--- src/rtl/pc_stack_unit_pkg.sv ---
`default_nettype none
// ============================================================================
// Module  : pc_stack_unit_pkg
// Brief   : Shared encodings for the PC / return-stack unit and its controller
// Revision: 1.0  initial release
// ============================================================================
package pc_stack_unit_pkg;

  // Width of an instruction word
  localparam int INSTR_W = 19;

  // pc_src encodings driven by the decode controller
  localparam logic [1:0] PC_SEQ = 2'b00;
  localparam logic [1:0] PC_JMP = 2'b01;
  localparam logic [1:0] PC_RET = 2'b10;
  localparam logic [1:0] PC_BR  = 2'b11;

  // Instruction word that stops the machine
  localparam logic [INSTR_W-1:0] HALT_WORD = 19'h7FFFF;

  // True when the word is the halt instruction
  function automatic logic is_halt(input logic [INSTR_W-1:0] instr);
    return instr == HALT_WORD;
  endfunction

endpackage
`default_nettype wire

--- src/rtl/pc_stack_unit_if.sv ---
`default_nettype none
// ============================================================================
// Module  : pc_stack_unit_if
// Brief   : Controller <-> PC/stack unit signal bundle
// Revision: 1.0  initial release
// ============================================================================
interface pc_stack_unit_if
  import pc_stack_unit_pkg::*;
#(
  parameter int ADDR_W  = 12,
  parameter int DEPTH_W = 4
);
  logic [INSTR_W-1:0] instruction;
  logic [1:0]         pc_src;
  logic               stack_push;
  logic               stack_pop;
  logic [ADDR_W-1:0]  pc;
  logic [DEPTH_W-1:0] stack_depth;
  logic               overflow;
  logic               underflow;
  logic               halted;

  // Controller / instruction-fetch side
  modport master (
    output instruction, pc_src, stack_push, stack_pop,
    input  pc, stack_depth, overflow, underflow, halted
  );

  // PC / stack unit side
  modport slave (
    input  instruction, pc_src, stack_push, stack_pop,
    output pc, stack_depth, overflow, underflow, halted
  );
endinterface
`default_nettype wire

--- src/rtl/pc_stack_unit_return_stack.sv ---
`default_nettype none
// ============================================================================
// Module  : pc_stack_unit_return_stack
// Brief   : STACK_DEPTH x ADDR_W return-address register file with depth
//           counter; reports taken pops and overflow/underflow strobes.
// Revision: 1.0  initial release
// ============================================================================
module pc_stack_unit_return_stack #(
  parameter int ADDR_W      = 12,
  parameter int STACK_DEPTH = 8
) (
  input  wire logic                           clk,
  input  wire logic                           rst,
  input  wire logic                           push_i,
  input  wire logic                           pop_i,
  input  wire logic [ADDR_W-1:0]              wdata_i,
  output logic      [ADDR_W-1:0]              top_o,
  output logic      [$clog2(STACK_DEPTH):0]   depth_o,
  output logic                                pop_taken_o,
  output logic                                ovf_stb_o,
  output logic                                unf_stb_o
);
  localparam int PTR_W   = $clog2(STACK_DEPTH);
  localparam int DEPTH_W = PTR_W + 1;

  logic [DEPTH_W-1:0] depth_q, depth_d;
  logic               full_w, empty_w;
  logic               do_push_w, do_pop_w;
  logic [PTR_W-1:0]   wr_ptr_w, rd_ptr_w;
  logic [ADDR_W-1:0]  mem_w [STACK_DEPTH];

  assign full_w    = (depth_q == DEPTH_W'(STACK_DEPTH));
  assign empty_w   = (depth_q == '0);
  // Simultaneous push and pop is illegal: neither takes effect, both flag.
  assign do_push_w = push_i & ~pop_i & ~full_w;
  assign do_pop_w  = pop_i & ~push_i & ~empty_w;
  assign wr_ptr_w  = depth_q[PTR_W-1:0];
  assign rd_ptr_w  = wr_ptr_w - PTR_W'(1);

  assign top_o       = mem_w[rd_ptr_w];
  assign depth_o     = depth_q;
  assign pop_taken_o = do_pop_w;
  assign ovf_stb_o   = push_i & (full_w | pop_i);
  assign unf_stb_o   = pop_i & (empty_w | push_i);

  // Depth counter next state
  always_comb begin
    depth_d = depth_q;
    if (do_push_w)     depth_d = depth_q + DEPTH_W'(1);
    else if (do_pop_w) depth_d = depth_q - DEPTH_W'(1);
  end

  // Depth counter register
  always_ff @(posedge clk) begin
    if (rst) depth_q <= '0;
    else     depth_q <= depth_d;
  end

  // Entry storage; contents are deliberately left untouched by reset
  for (genvar i = 0; i < STACK_DEPTH; i++) begin : g_entry
    logic [ADDR_W-1:0] entry_q;
    // Capture the return address into the slot at the current depth
    always_ff @(posedge clk) begin
      if (do_push_w && (wr_ptr_w == PTR_W'(i))) entry_q <= wdata_i;
    end
    assign mem_w[i] = entry_q;
  end

endmodule
`default_nettype wire

--- src/rtl/pc_stack_unit.sv ---
`default_nettype none
// ============================================================================
// Module  : pc_stack_unit
// Brief   : Program counter, next-PC selection, branch adder, halt detection
//           and hardware return-address stack for jsb/ret.
//           Requires ADDR_W > OFFSET_W and ADDR_W <= 19.
// Revision: 1.0  initial release
// ============================================================================
module pc_stack_unit
  import pc_stack_unit_pkg::*;
#(
  parameter int          ADDR_W      = 12,
  parameter int          STACK_DEPTH = 8,
  parameter int          OFFSET_W    = 8,
  parameter logic [11:0] RESET_PC    = 12'd0
) (
  input wire logic       clk,
  input wire logic       rst,
  pc_stack_unit_if.slave bus
);
  localparam int DEPTH_W = $clog2(STACK_DEPTH) + 1;

  logic [ADDR_W-1:0]  pc_q, pc_d;
  logic               halted_q, halted_d;
  logic               overflow_q, overflow_d;
  logic               underflow_q, underflow_d;

  logic [ADDR_W-1:0]  pc_plus1_w, branch_w, offset_w, top_w;
  logic [DEPTH_W-1:0] depth_w;
  logic               halt_evt_w, active_w, push_w, pop_w;
  logic               pop_taken_w, ovf_stb_w, unf_stb_w;

  assign pc_plus1_w = pc_q + ADDR_W'(1);
  assign offset_w   = {{(ADDR_W-OFFSET_W){bus.instruction[OFFSET_W-1]}},
                       bus.instruction[OFFSET_W-1:0]};
  assign branch_w   = pc_plus1_w + offset_w;

  // The halt cycle itself and every cycle after it leave PC and stack alone
  assign halt_evt_w = ~halted_q & is_halt(bus.instruction);
  assign active_w   = ~halted_q & ~halt_evt_w;
  assign push_w     = active_w & bus.stack_push;
  assign pop_w      = active_w & bus.stack_pop;

  pc_stack_unit_return_stack #(
    .ADDR_W      (ADDR_W),
    .STACK_DEPTH (STACK_DEPTH)
  ) u_stack (
    .clk         (clk),
    .rst         (rst),
    .push_i      (push_w),
    .pop_i       (pop_w),
    .wdata_i     (pc_plus1_w),
    .top_o       (top_w),
    .depth_o     (depth_w),
    .pop_taken_o (pop_taken_w),
    .ovf_stb_o   (ovf_stb_w),
    .unf_stb_o   (unf_stb_w)
  );

  // Next-PC select: stack_pop overrides pc_src; a failed or illegal pop falls through to pc+1
  always_comb begin
    pc_d = pc_plus1_w;
    if (!active_w)        pc_d = pc_q;
    else if (pop_taken_w) pc_d = top_w;
    else if (pop_w)       pc_d = pc_plus1_w;
    else begin
      case (bus.pc_src)
        PC_JMP:  pc_d = bus.instruction[ADDR_W-1:0];
        PC_BR:   pc_d = branch_w;
        default: pc_d = pc_plus1_w;
      endcase
    end
  end

  // Sticky status flags accumulate until reset
  always_comb begin
    halted_d    = halted_q | halt_evt_w;
    overflow_d  = overflow_q | ovf_stb_w;
    underflow_d = underflow_q | unf_stb_w;
  end

  // PC and status registers; reset wins over every same-cycle event
  always_ff @(posedge clk) begin
    if (rst) begin
      pc_q        <= ADDR_W'(RESET_PC);
      halted_q    <= 1'b0;
      overflow_q  <= 1'b0;
      underflow_q <= 1'b0;
    end else begin
      pc_q        <= pc_d;
      halted_q    <= halted_d;
      overflow_q  <= overflow_d;
      underflow_q <= underflow_d;
    end
  end

  assign bus.pc          = pc_q;
  assign bus.stack_depth = depth_w;
  assign bus.overflow    = overflow_q;
  assign bus.underflow   = underflow_q;
  assign bus.halted      = halted_q;

endmodule
`default_nettype wire

--- src/flat_wrapper.sv ---
// flat-port wrapper written by rule: the top's interface ports become plain ports
module pc_stack_unit_flat import pc_stack_unit_pkg::*;
#(
  parameter int          ADDR_W      = 12,
  parameter int          STACK_DEPTH = 8,
  parameter int          OFFSET_W    = 8,
  parameter logic [11:0] RESET_PC    = 12'd0
)
  (clk, rst, bus_instruction, bus_pc_src, bus_stack_push, bus_stack_pop, bus_pc, bus_stack_depth, bus_overflow, bus_underflow, bus_halted);
  pc_stack_unit_if #(.ADDR_W(ADDR_W), .DEPTH_W(4)) bus_i ();
  input wire logic clk;
  input wire logic rst;
  input wire logic [$bits(bus_i.instruction)-1:0] bus_instruction;
  input wire logic [$bits(bus_i.pc_src)-1:0] bus_pc_src;
  input wire logic [$bits(bus_i.stack_push)-1:0] bus_stack_push;
  input wire logic [$bits(bus_i.stack_pop)-1:0] bus_stack_pop;
  output wire logic [$bits(bus_i.pc)-1:0] bus_pc;
  output wire logic [$bits(bus_i.stack_depth)-1:0] bus_stack_depth;
  output wire logic [$bits(bus_i.overflow)-1:0] bus_overflow;
  output wire logic [$bits(bus_i.underflow)-1:0] bus_underflow;
  output wire logic [$bits(bus_i.halted)-1:0] bus_halted;
  assign bus_i.instruction = bus_instruction;
  assign bus_i.pc_src = bus_pc_src;
  assign bus_i.stack_push = bus_stack_push;
  assign bus_i.stack_pop = bus_stack_pop;
  assign bus_pc = bus_i.pc;
  assign bus_stack_depth = bus_i.stack_depth;
  assign bus_overflow = bus_i.overflow;
  assign bus_underflow = bus_i.underflow;
  assign bus_halted = bus_i.halted;
  pc_stack_unit #(.ADDR_W(ADDR_W), .STACK_DEPTH(STACK_DEPTH), .OFFSET_W(OFFSET_W), .RESET_PC(RESET_PC)) u_core (.clk(clk), .rst(rst), .bus(bus_i));
endmodule
--- config.mk ---
export PLATFORM = sky130hd
export DESIGN_NAME = pc_stack_unit_flat
export DESIGN_NICKNAME = d
export VERILOG_FILES = /design/src/rtl/pc_stack_unit_pkg.sv /design/src/rtl/pc_stack_unit_if.sv /design/src/rtl/pc_stack_unit_return_stack.sv /design/src/rtl/pc_stack_unit.sv /design/src/flat_wrapper.sv
export SDC_FILE = /design/constraint.sdc
export NUM_CORES = 1
export LEC_CHECK = 0
export ABC_AREA = 1
export ABC_CLOCK_PERIOD_IN_PS = 3100
export CORE_UTILIZATION = 40
export DETAILED_ROUTE_END_ITERATION = 8
export HOLD_SLACK_MARGIN = 0.05
export PLACE_DENSITY = 0.65
export SLEW_MARGIN = 20
export SYNTH_ARGS = -nofsm -noshare
export SYNTH_HDL_FRONTEND = slang
export SYNTH_SLANG_ARGS = --single-unit
export TNS_END_PERCENT = 10
--- constraint.sdc ---
create_clock -name clk -period 3.1 [get_ports clk]
set_input_delay 0.62 -clock clk [delete_from_list [all_inputs] [get_ports clk]]
set_output_delay 0.62 -clock clk [all_outputs]
set_load 0.01 [all_outputs]
run_1/congestion_map.png
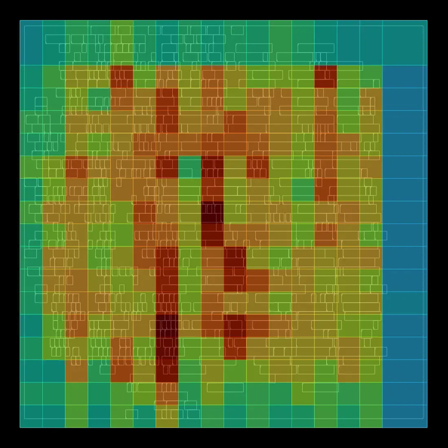
GRT met2 Usage: 37.1%
met3 GRT Util: 5.59%

run_1/ff_map.png
Scale bar: 20 um. Other sequential cells in the stronger grey, the rest of the logic in the fainter grey.
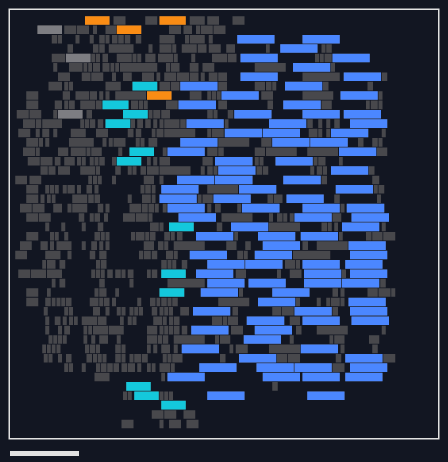
u_core.bus.pc -> cyan  # placed flops 12
u_core.u_stack.depth_o -> orange  # placed flops 4
u_core.u_stack.g_entry.entry_q -> blue  # placed flops 96
not coloured = 3

==> run_results.csv, run 1 <==
group,metric,value,unit
outcome,status,"complete, no violations",
floorplan,total_die_size,15400,sq um
final_timing,maxClockFrequency,0.359,GHz
global_route,grt_pass1_vias,4644,
power,top_power_group,"clock",
yosys,ys.warnings.count,0,
final_layout,seq_cell_count,115,
yosys,xor_area_share,1.18,%
final_timing,setup_slack,315,ps
drt,met2_wirelength,7640,um
yosys,synth-adder-area-share,5.29,%
floorplan,n_tap_cell,184,
yosys,syn_nets,672,
clock_network,tritoncts_clock_tree,"built",
floorplan,design.portCount,44,
place,hpwl_after_detailed_placement,10200,um
final_timing,slew_at_the_pin_closest_to_its_max_slew_limit,740,ps
clock_network,worstSkewPairLatency,410,ps
global_route,grt_start_max_net_pins,56,
clock_network,holdBufCountCts,0,
final_layout,final.fill_count,1343,
final_layout,final_cell_area,7340,sq um
yosys,muxShareOfSynthArea,1.51,%
final_layout,utilization_of_the_core_after_routing,50.5,%
yosys,synth_area,5960,sq um
yosys,top_cell_area_share,48.4,%
drt,first_iter_violations,361,
final_layout,layout-drive-gt1-share,13.0,%
floorplan,placement_rows,44,
final_layout,final_layout_top_logic_cells,"nand2_1, edfxtp_1, nor2_1",
setup_path,cp_max_fo,5,
yosys,yosys.cell_count.top_type,"nand2_1",
yosys,yosys-stat-area,5960,sq um
floorplan,die_height,124,um
yosys,synth.avg_cell_area,9.57,sq um
clock_network,cts.path.max_buffers,2,
place,final_gp_congestion,0.901,
drt,drcViolationCount,0,
floorplan,placeableCoreArea,14500,sq um
place,placed_cell_area,6690,sq um
final_layout,combAreaFraction,32.8,%
final_layout,layout.area.top_class,"registers",
floorplan,core_util_floorplan,41.0,%
power,power_density_over_the_cells,718,nW/um^2
setup_path,rr_startpoint,"u_core.bus.pc[2]$_SDFFE_PP0N_",
drt,met3_wire_length,648,um
setup_path,register_to_register_setup_slack,320,ps
clock_network,clk_pin_slew_worst_paths,60,ps
setup_path,startpoint,"u_core.bus.pc[2]$_SDFFE_PP0N_",
setup_path,worst_ep_required_time,3400,ps
clock_network,cts_inserted_buffers,17,
yosys,synthesized_area_fraction_occupied_by_and_or_nand_nor_cells,20.2,%
drt,drt_first_pass_iters,4,
drt,drt.antenna.violating_nets,0,
yosys,synth_top_flop_cell,"edfxtp_1",
place,io_buffers,43,
floorplan,die_width,124,um
setup_path,cp-endpoint,"u_core.bus.pc[10]$_SDFFE_PP0N_",
yosys,post_synth_num_cell_types,37,
final_timing,slew_violations,0,
final_timing,tns,0,ps
global_route,antenna_violations_before_repair,0,
drt,drt-vias-per-instance,5.24,
place,dp.cells,850,
final_timing,setup_viol_count_final,0,
power,power.switching,0.00162,W
drt,routedLengthMet1,6420,um
power,ir_worst_vdd,380,uV
final_timing,slew_headroom,50.6,%
min_path,hold_start,"u_core.bus.underflow$_SDFF_PP0_",
power,power_of_the_clock_network,0.00205,W
job,number_of_violations_of_the_max_capacitance_limit,0,
global_route,global_route.usage.met1,24.1,%
final_layout,post_layout_nonfiller_instances,882,
final_layout,layout.non_clock_buffers,66,
final_timing,final.setup_skew,7.46,ps
power,power_frac_comb,25.3,%
final_timing,timing.hold.ws,453,ps
yosys,logic_family,"simple AND/OR/NAND/NOR gates",
power,leakage_power,2.90,nW
final_layout,top_layout_cell,"nand2_1",
global_route,grt_residual_overflow,0,
setup_path,timing.critical_path.to_type,"register",
final_layout,nClkBuffers,17,
power,fin_total_pwr,0.00526,W
yosys,yosys_instances,623,
power,power.internal,0.00364,W
yosys,yosys-top-cells-area,"edfxtp_1, nand2_1, dfxtp_1",
yosys,synth-compound-area-share,11.5,%
setup_path,critical_path.startpoint_type,"register",
clock_network,cts-root-buf,"clkbuf_16",
global_route,grt_usage,21.0,%
drt,routed.top_layer,"met4",
final_layout,nMultiInputCombCells,432,
min_path,hold_end,"u_core.bus.underflow$_SDFF_PP0_",
final_layout,areaGrowthSynthToFinish,23.1,%
final_timing,period_minus_slack,2780,ps
clock_network,cts_post_setup_buffers_inserted,0,
final_layout,signal_buffer_area_fraction,8.22,%
setup_path,cp_data_arrival_time,3080,ps
final_layout,clkcell_share,8.63,%
power,comb_cell_power,0.00133,W
yosys,sequential_cell_area_fraction_in_the_yosys_report,54.8,%
yosys,post_synth_most_frequent_cells,"nand2_1, edfxtp_1, nor2_1",
min_path,timing.hold.worst.class,"reg -> reg",
final_layout,seq_share,44.5,%
drt,route.detailed.wl_per_inst,17.0,um
clock_network,cts_max_level,4,
final_timing,finalCritPeriodShare,89.8,%
final_timing,grt_setup_unrepaired,"no",
setup_path,regToRegEndpoint,"u_core.bus.pc[10]$_SDFFE_PP0N_",
run_1/layers.png
Only two layers are drawn.
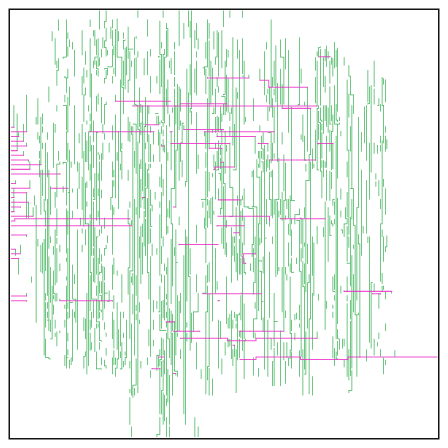
M2 -> green  # wire length 7640 um
M3 -> magenta  # wire length 648 um
via count: 4623
wirelength, routed: 15000 um

run_1/m1.png
Scale bar: 20 um. Supply wires on this layer in grey.
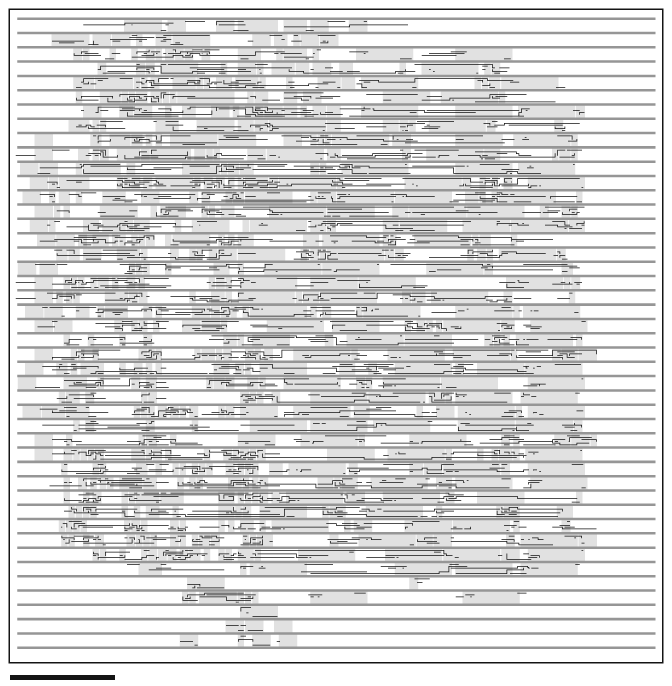
share of all routed wire = 43%
longest straight run = 44.2 um
wire length on this layer = 6420 um

==> run 1: registers in the layout, summed over array words and instances (netlist names) <==
signal / count
u_core.bus.halted: 1
u_core.bus.overflow: 1
u_core.bus.pc: 12
u_core.bus.underflow: 1
u_core.u_stack.depth_o: 4
u_core.u_stack.g_entry.entry_q: 96
==> run 1: critical path, stage by stage, from the launching register on <==
cell,delay (ps)
dfxtp_1,410
nand2_1,90
nor2_2,230
buf_4,170
nand3_1,80
xor2_1,350
ha_1,350
a21oi_1,270
o21ai_0,140
nand2_1,100
nand4_1,90
nand3_1,100
nand2_1,60
nand2_1,60
nand2_1,50
nand2_1,60
nand2_1,50
==> run 1: repair_timing <==
item	in CTS	in global routing
hold endpoints to repair	0	0
resized	0	5
setup endpoints to repair	0	5
run_1/port_trees.png
Scale bar: 20 um.
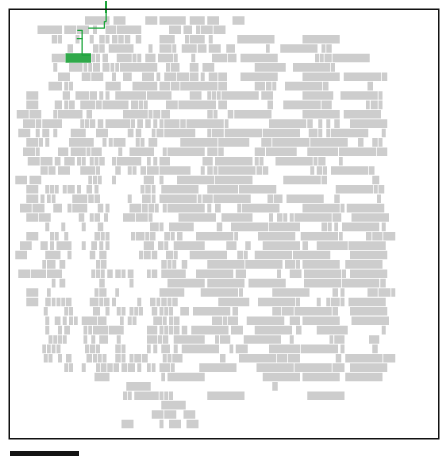

--- run 2 (diff from run 1) ---
ABC_AREA = unset   (was 1)
CAP_MARGIN = 20   (was unset)
CELL_PAD_IN_SITES_DETAIL_PLACEMENT = 1   (was unset)
CELL_PAD_IN_SITES_GLOBAL_PLACEMENT = 1   (was unset)
PLACE_DENSITY = 0.75   (was 0.65)
run_2/port_trees.png
Scale bar: 20 um.
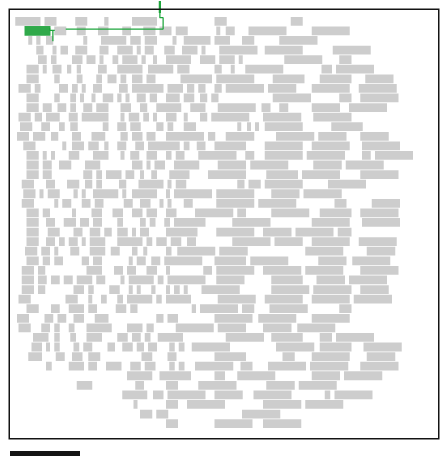
bus_overflow -> green  # bits 1, direction output, end cells 1, wire 38.9 um
Port Buffers: 43
number of top-level pins: 44

run_2/m1.png
Scale bar: 20 um. Supply wires on this layer in grey.
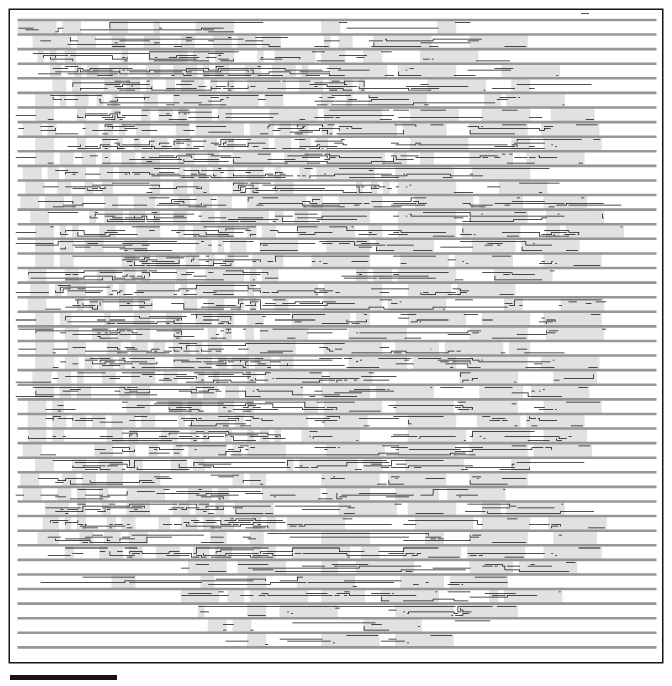
share of all routed wire = 43%
longest straight run = 47.8 um
wire length on this layer = 6430 um
wirelength, routed: 14900 um
via count: 3896
global routing usage on met1: 28.2%

==> run_results.csv, run 2 <==
group,metric,value,unit
setup_path,cp_top_family,"simple AND/OR/NAND/NOR gates",
setup_path,crit_chain,"clkdlybuf4s50_1 > nand4_1 > or3_4 > o21ai_1 > nor2_1 > inv_1 > ha_1 > a21o_1 > a21oi_1 > mux2i_1 > nand2_1 > xor2_1 > nor2_1",
clock_network,cts_inserted_buffers,17,
yosys,ys.warnings.count,0,
floorplan,die_width,122,um
yosys,muxShareOfSynthArea,13.7,%
floorplan,total_die_size,14800,sq um
final_layout,layout.area.top_class,"registers",
drt,routedLengthMet1,6430,um
drt,drt-vias-per-instance,5.57,
final_timing,period_minus_slack,2860,ps
drt,route.detailed.wl_per_inst,21.4,um
setup_path,critical_path.startpoint_type,"input port",
power,power.internal,0.00420,W
min_path,hold_start,"u_core.bus.overflow$_SDFF_PP0_",
clock_network,cts.path.max_buffers,2,
setup_path,timing.critical_path.to_type,"register",
setup_path,startpoint,"bus_instruction[10]",
final_layout,layout-drive-gt1-share,22.0,%
power,power_of_the_clock_network,0.00216,W
min_path,timing.hold.worst.class,"reg -> reg",
outcome,status,"complete, no violations",
clock_network,cts-root-buf,"clkbuf_16",
power,power_frac_comb,31.2,%
global_route,grt_pass1_vias,4217,
final_layout,seq_share,44.7,%
final_layout,nClkBuffers,17,
power,power.switching,0.00184,W
final_timing,finalCritPeriodShare,92.1,%
yosys,yosys-stat-area,5720,sq um
floorplan,n_tap_cell,180,
drt,drt.antenna.violating_nets,0,
floorplan,die_height,122,um
global_route,grt_use_met3,4.92,%
yosys,xor_area_share,3.22,%
final_timing,setup_slack,244,ps
power,fin_total_pwr,0.00604,W
yosys,synth-compound-area-share,9.28,%
clock_network,worstSkewPairLatency,420,ps
yosys,top_cell_area_share,50.4,%
power,ir_worst_vdd,421,uV
power,leakage_power,2.67,nW
place,placed_cell_area,6650,sq um
final_timing,slew_headroom,46.4,%
setup_path,critical-path-slowest-cell,"clkdlybuf4s50_1",
drt,drcViolationCount,0,
drt,met3_wire_length,714,um
clock_network,tritoncts_clock_tree,"built",
yosys,post_synth_most_frequent_cells,"edfxtp_1, nor2_1, mux4_2",
yosys,yosys_instances,411,
final_layout,signal_buffer_area_fraction,10.7,%
floorplan,core_util_floorplan,41.0,%
global_route,antenna_violations_before_repair,0,
setup_path,worst_ep_required_time,3390,ps
global_route,grt_met2_usage,37.9,%
final_layout,areaGrowthSynthToFinish,27.8,%
setup_path,cp_data_arrival_time,3150,ps
setup_path,cp_common_cell,"nor2_1",
final_layout,combAreaFraction,31.9,%
clock_network,holdBufCountCts,0,
final_layout,top_layout_cell,"edfxtp_1",
drt,first_iter_violations,221,
final_layout,seq_cell_count,115,
yosys,synth_top_flop_cell,"edfxtp_1",
power,top_power_group,"clock",
yosys,synth.avg_cell_area,13.9,sq um
yosys,synth_area,5720,sq um
yosys,syn_nets,460,
final_timing,maxClockFrequency,0.350,GHz
drt,routed.top_layer,"met4",
final_layout,number_of_flip_flops_in_the_largest_register,96,
power,comb_cell_power,0.00188,W
final_timing,slew_violations,0,
final_timing,grt_setup_unrepaired,"no",
final_layout,utilization_of_the_core_after_routing,52.4,%
clock_network,clk_pin_slew_worst_paths,60,ps
floorplan,placement_rows,43,
yosys,synthesized_area_fraction_occupied_by_and_or_nand_nor_cells,8.95,%
final_layout,final.fill_count,1393,
-- run 2: tightest hold or removal path, cell delays in order, from the launching register on --
cell and delay [ps]:
dfxtp_1 320, a31oi_1 40, nor2_1 70
-- run 2: worst paths after layout --
| check | to | slack (ps) | cells after the start |
|---|---|---|---|
| min | u_core.bus.overflow$_SDFF_PP0_ | 460 | 2 |
| max reg2reg | u_core.bus.pc[7]$_SDFFE_PP0N_ | 260 | 10 |
| max | u_core.u_stack.depth_o[3]$_SDFFE_PP0P_ | 240 | 13 |
| min reg2reg | u_core.bus.overflow$_SDFF_PP0_ | 460 | 2 |
-- run 2: cells by family after synthesis --
group / Yosys count
muxes: 48
DFF: 115
xor gates and xnor gates: 21
adders and majority gates: 24
and+or+nand+nor: 101
buffers and inverters: 27
AOI/OAI and AO/OA: 75
--- run 3 (diff from run 2) ---
CAP_MARGIN = unset   (was 20)
CTS_CLUSTER_SIZE = 25   (was unset)
run_3/m1.png
Scale bar: 20 um. Supply wires on this layer in grey.
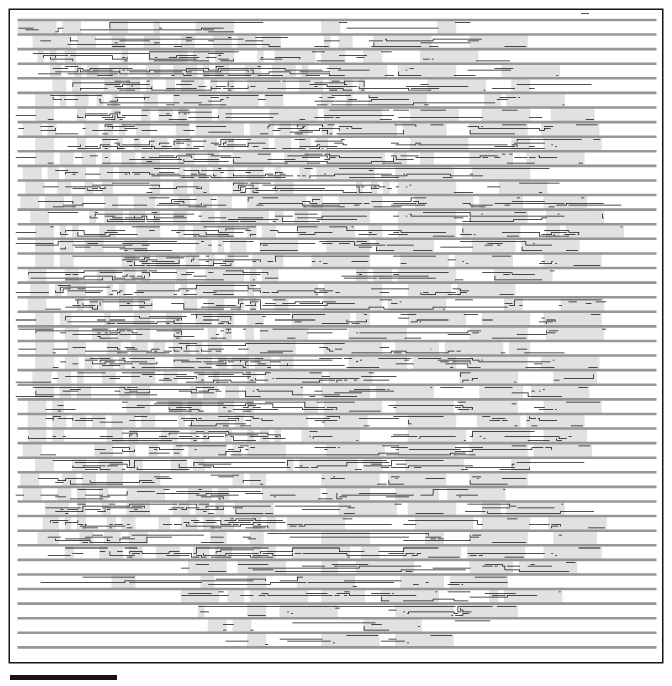
nets with wire on the layer = 517
share of all routed wire = 43%
wire length on this layer = 6430 um
longest straight run = 47.8 um
main direction = horizontal

==> run_results.csv, run 3 <==
group,metric,value,unit
outcome,status,"complete, no violations",
final_layout,final_layout_top_logic_cells,"edfxtp_1, buf_4, clkdlybuf4s50_1",
setup_path,cp_top_family,"simple AND/OR/NAND/NOR gates",
setup_path,rr_startpoint,"u_core.bus.pc[0]$_SDFFE_PP0N_",
setup_path,cp_max_fo,2,
yosys,ys.warnings.count,0,
setup_path,regToRegEndpoint,"u_core.bus.pc[7]$_SDFFE_PP0N_",
setup_path,register_to_register_setup_slack,260,ps
yosys,synth_top_flop_cell,"edfxtp_1",
final_layout,number_of_flip_flops_in_the_largest_register,96,
global_route,grt_pass1_vias,4217,
final_timing,slew_at_the_pin_closest_to_its_max_slew_limit,804,ps
setup_path,cp-endpoint,"u_core.u_stack.depth_o[3]$_SDFFE_PP0P_",
final_layout,final.fill_count,1393,
global_route,grt_usage,22.2,%
floorplan,placement_rows,43,
place,final_gp_congestion,0.887,
power,ir_worst_vdd,421,uV
yosys,top_cell_area_share,50.4,%
power,fin_total_pwr,0.00604,W
clock_network,cts-root-buf,"clkbuf_16",
power,comb_cell_power,0.00188,W
setup_path,cpPeakStageDelay,480,ps
setup_path,crit_chain,"clkdlybuf4s50_1 > nand4_1 > or3_4 > o21ai_1 > nor2_1 > inv_1 > ha_1 > a21o_1 > a21oi_1 > mux2i_1 > nand2_1 > xor2_1 > nor2_1",
setup_path,cp_data_arrival_time,3150,ps
yosys,logic_family,"multiplexers",
clock_network,clk_pin_slew_worst_paths,60,ps
place,hpwl_after_detailed_placement,10800,um
clock_network,cts_post_setup_buffers_inserted,0,
power,power_frac_comb,31.2,%
drt,drcViolationCount,0,
drt,route.detailed.wl_per_inst,21.4,um
final_layout,final_cell_area,7300,sq um
clock_network,cts.path.max_buffers,2,
power,power.switching,0.00184,W
yosys,yosys.cell_count.top_type,"edfxtp_1",
setup_path,startpoint,"bus_instruction[10]",
yosys,post_synth_num_cell_types,56,
yosys,muxShareOfSynthArea,13.7,%
final_timing,maxClockFrequency,0.350,GHz
power,power.internal,0.00420,W
yosys,xor_area_share,3.22,%
clock_network,worstSkewPairLatency,420,ps
min_path,timing.hold.worst.class,"reg -> reg",
final_timing,period_minus_slack,2860,ps
floorplan,placeableCoreArea,13900,sq um
yosys,synth_area,5720,sq um
clock_network,holdBufCountCts,0,
final_timing,final.setup_skew,8.25,ps
drt,via_count,3896,
clock_network,cts_max_level,4,
final_timing,tns,0,ps
drt,drt.antenna.violating_nets,0,
yosys,yosys_instances,411,
power,leakage_power,2.67,nW
floorplan,design.portCount,44,
final_timing,setup_slack,244,ps
job,number_of_violations_of_the_max_capacitance_limit,0,
yosys,synthesized_area_fraction_occupied_by_and_or_nand_nor_cells,8.95,%
min_path,hold_path_depth,2,
setup_path,critical_path.startpoint_type,"input port",
final_layout,utilization_of_the_core_after_routing,52.4,%
setup_path,worstRegToRegCells,10,
final_timing,slew_violations,0,
yosys,synth-compound-area-share,9.28,%
floorplan,core_util_floorplan,41.0,%
setup_path,worst_ep_required_time,3390,ps
final_timing,slew_headroom,46.4,%
yosys,syn_nets,460,
min_path,hold_start,"u_core.bus.overflow$_SDFF_PP0_",
final_layout,post_layout_nonfiller_instances,699,
floorplan,total_die_size,14800,sq um
final_timing,grt_setup_unrepaired,"no",
yosys,sequential_cell_area_fraction_in_the_yosys_report,57.1,%
place,placed_cell_area,6650,sq um
setup_path,cp_common_cell,"nor2_1",
final_layout,max_flop_register,"u_core.u_stack.g_entry.entry_q",
yosys,yosys-top-cells-area,"edfxtp_1, mux4_2, dfxtp_1",
final_timing,setup_viol_count_final,0,
power,top_power_group,"clock",
final_layout,layout-drive-gt1-share,22.0,%
final_layout,areaGrowthSynthToFinish,27.8,%
global_route,grt_residual_overflow,0,
floorplan,die_height,122,um
global_route,grt_start_max_net_pins,30,
setup_path,critical-path-slowest-cell,"clkdlybuf4s50_1",
final_layout,top_layout_cell,"edfxtp_1",
power,power_density_over_the_cells,827,nW/um^2
setup_path,timing.critical_path.to_type,"register",
setup_path,worst-path-stages,13,
drt,drt-vias-per-instance,5.57,
yosys,post_synth_most_frequent_cells,"edfxtp_1, nor2_1, mux4_2",
place,io_buffers,43,
global_route,antenna_violations_before_repair,0,
drt,first_iter_violations,221,
final_timing,timing.hold.ws,465,ps
place,dp.cells,667,
min_path,hold_end,"u_core.bus.overflow$_SDFF_PP0_",
drt,drt_first_pass_iters,5,
drt,postRouteWirelength,14900,um
setup_path,cp_num_buf_inv,2,
power,power_of_the_clock_network,0.00216,W
final_timing,finalCritPeriodShare,92.1,%
yosys,synth-adder-area-share,5.52,%
yosys,yosys-stat-area,5720,sq um
clock_network,cts_repair_resize_count,0,
yosys,synth.avg_cell_area,13.9,sq um
clock_network,cts_inserted_buffers,17,
clock_network,tritoncts_clock_tree,"built",
floorplan,die_width,122,um
run_3/layers.png
Only two layers are drawn.
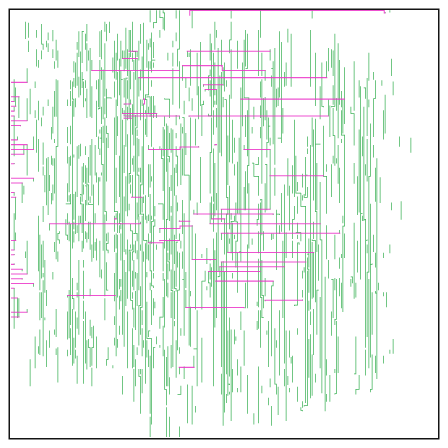
M3 -> magenta  # wire length 715 um
M2 -> green  # wire length 7660 um

## run 3: cell counts in the layout (fill, tap and decap cells not counted)
Identical to the previous run, type by type.
## run 3: cell type report
type                       count  area [sq um]  share of cell area [%]
clock buffer                  17           425                    5.82
clock inverter                15           230                    3.15
timing repair buffer          90           783                    10.7
sequential                   115          3260                    44.7
tap                          180           225                    3.08
inverter                      13          48.8                   0.668
multi-input combinational    269          2330                    31.9
## run 3: metal layers
metal	global-route usage, %	share of wire, %	vias up
met4	6.40	0.88	0
met5	0	0	-
met1	28.2	43	1967
met2	37.9	51	106
met3	4.92	4.8	10
li1	-	-	1813
## run 3: cell families after synthesis
logic type	after synthesis
flops	115
simple gates	101
compound gates	75
mux	48
buf+inv	27
fa+ha+maj	24
xor+xnor	21
Power is estimated from default activity; no workload was simulated.
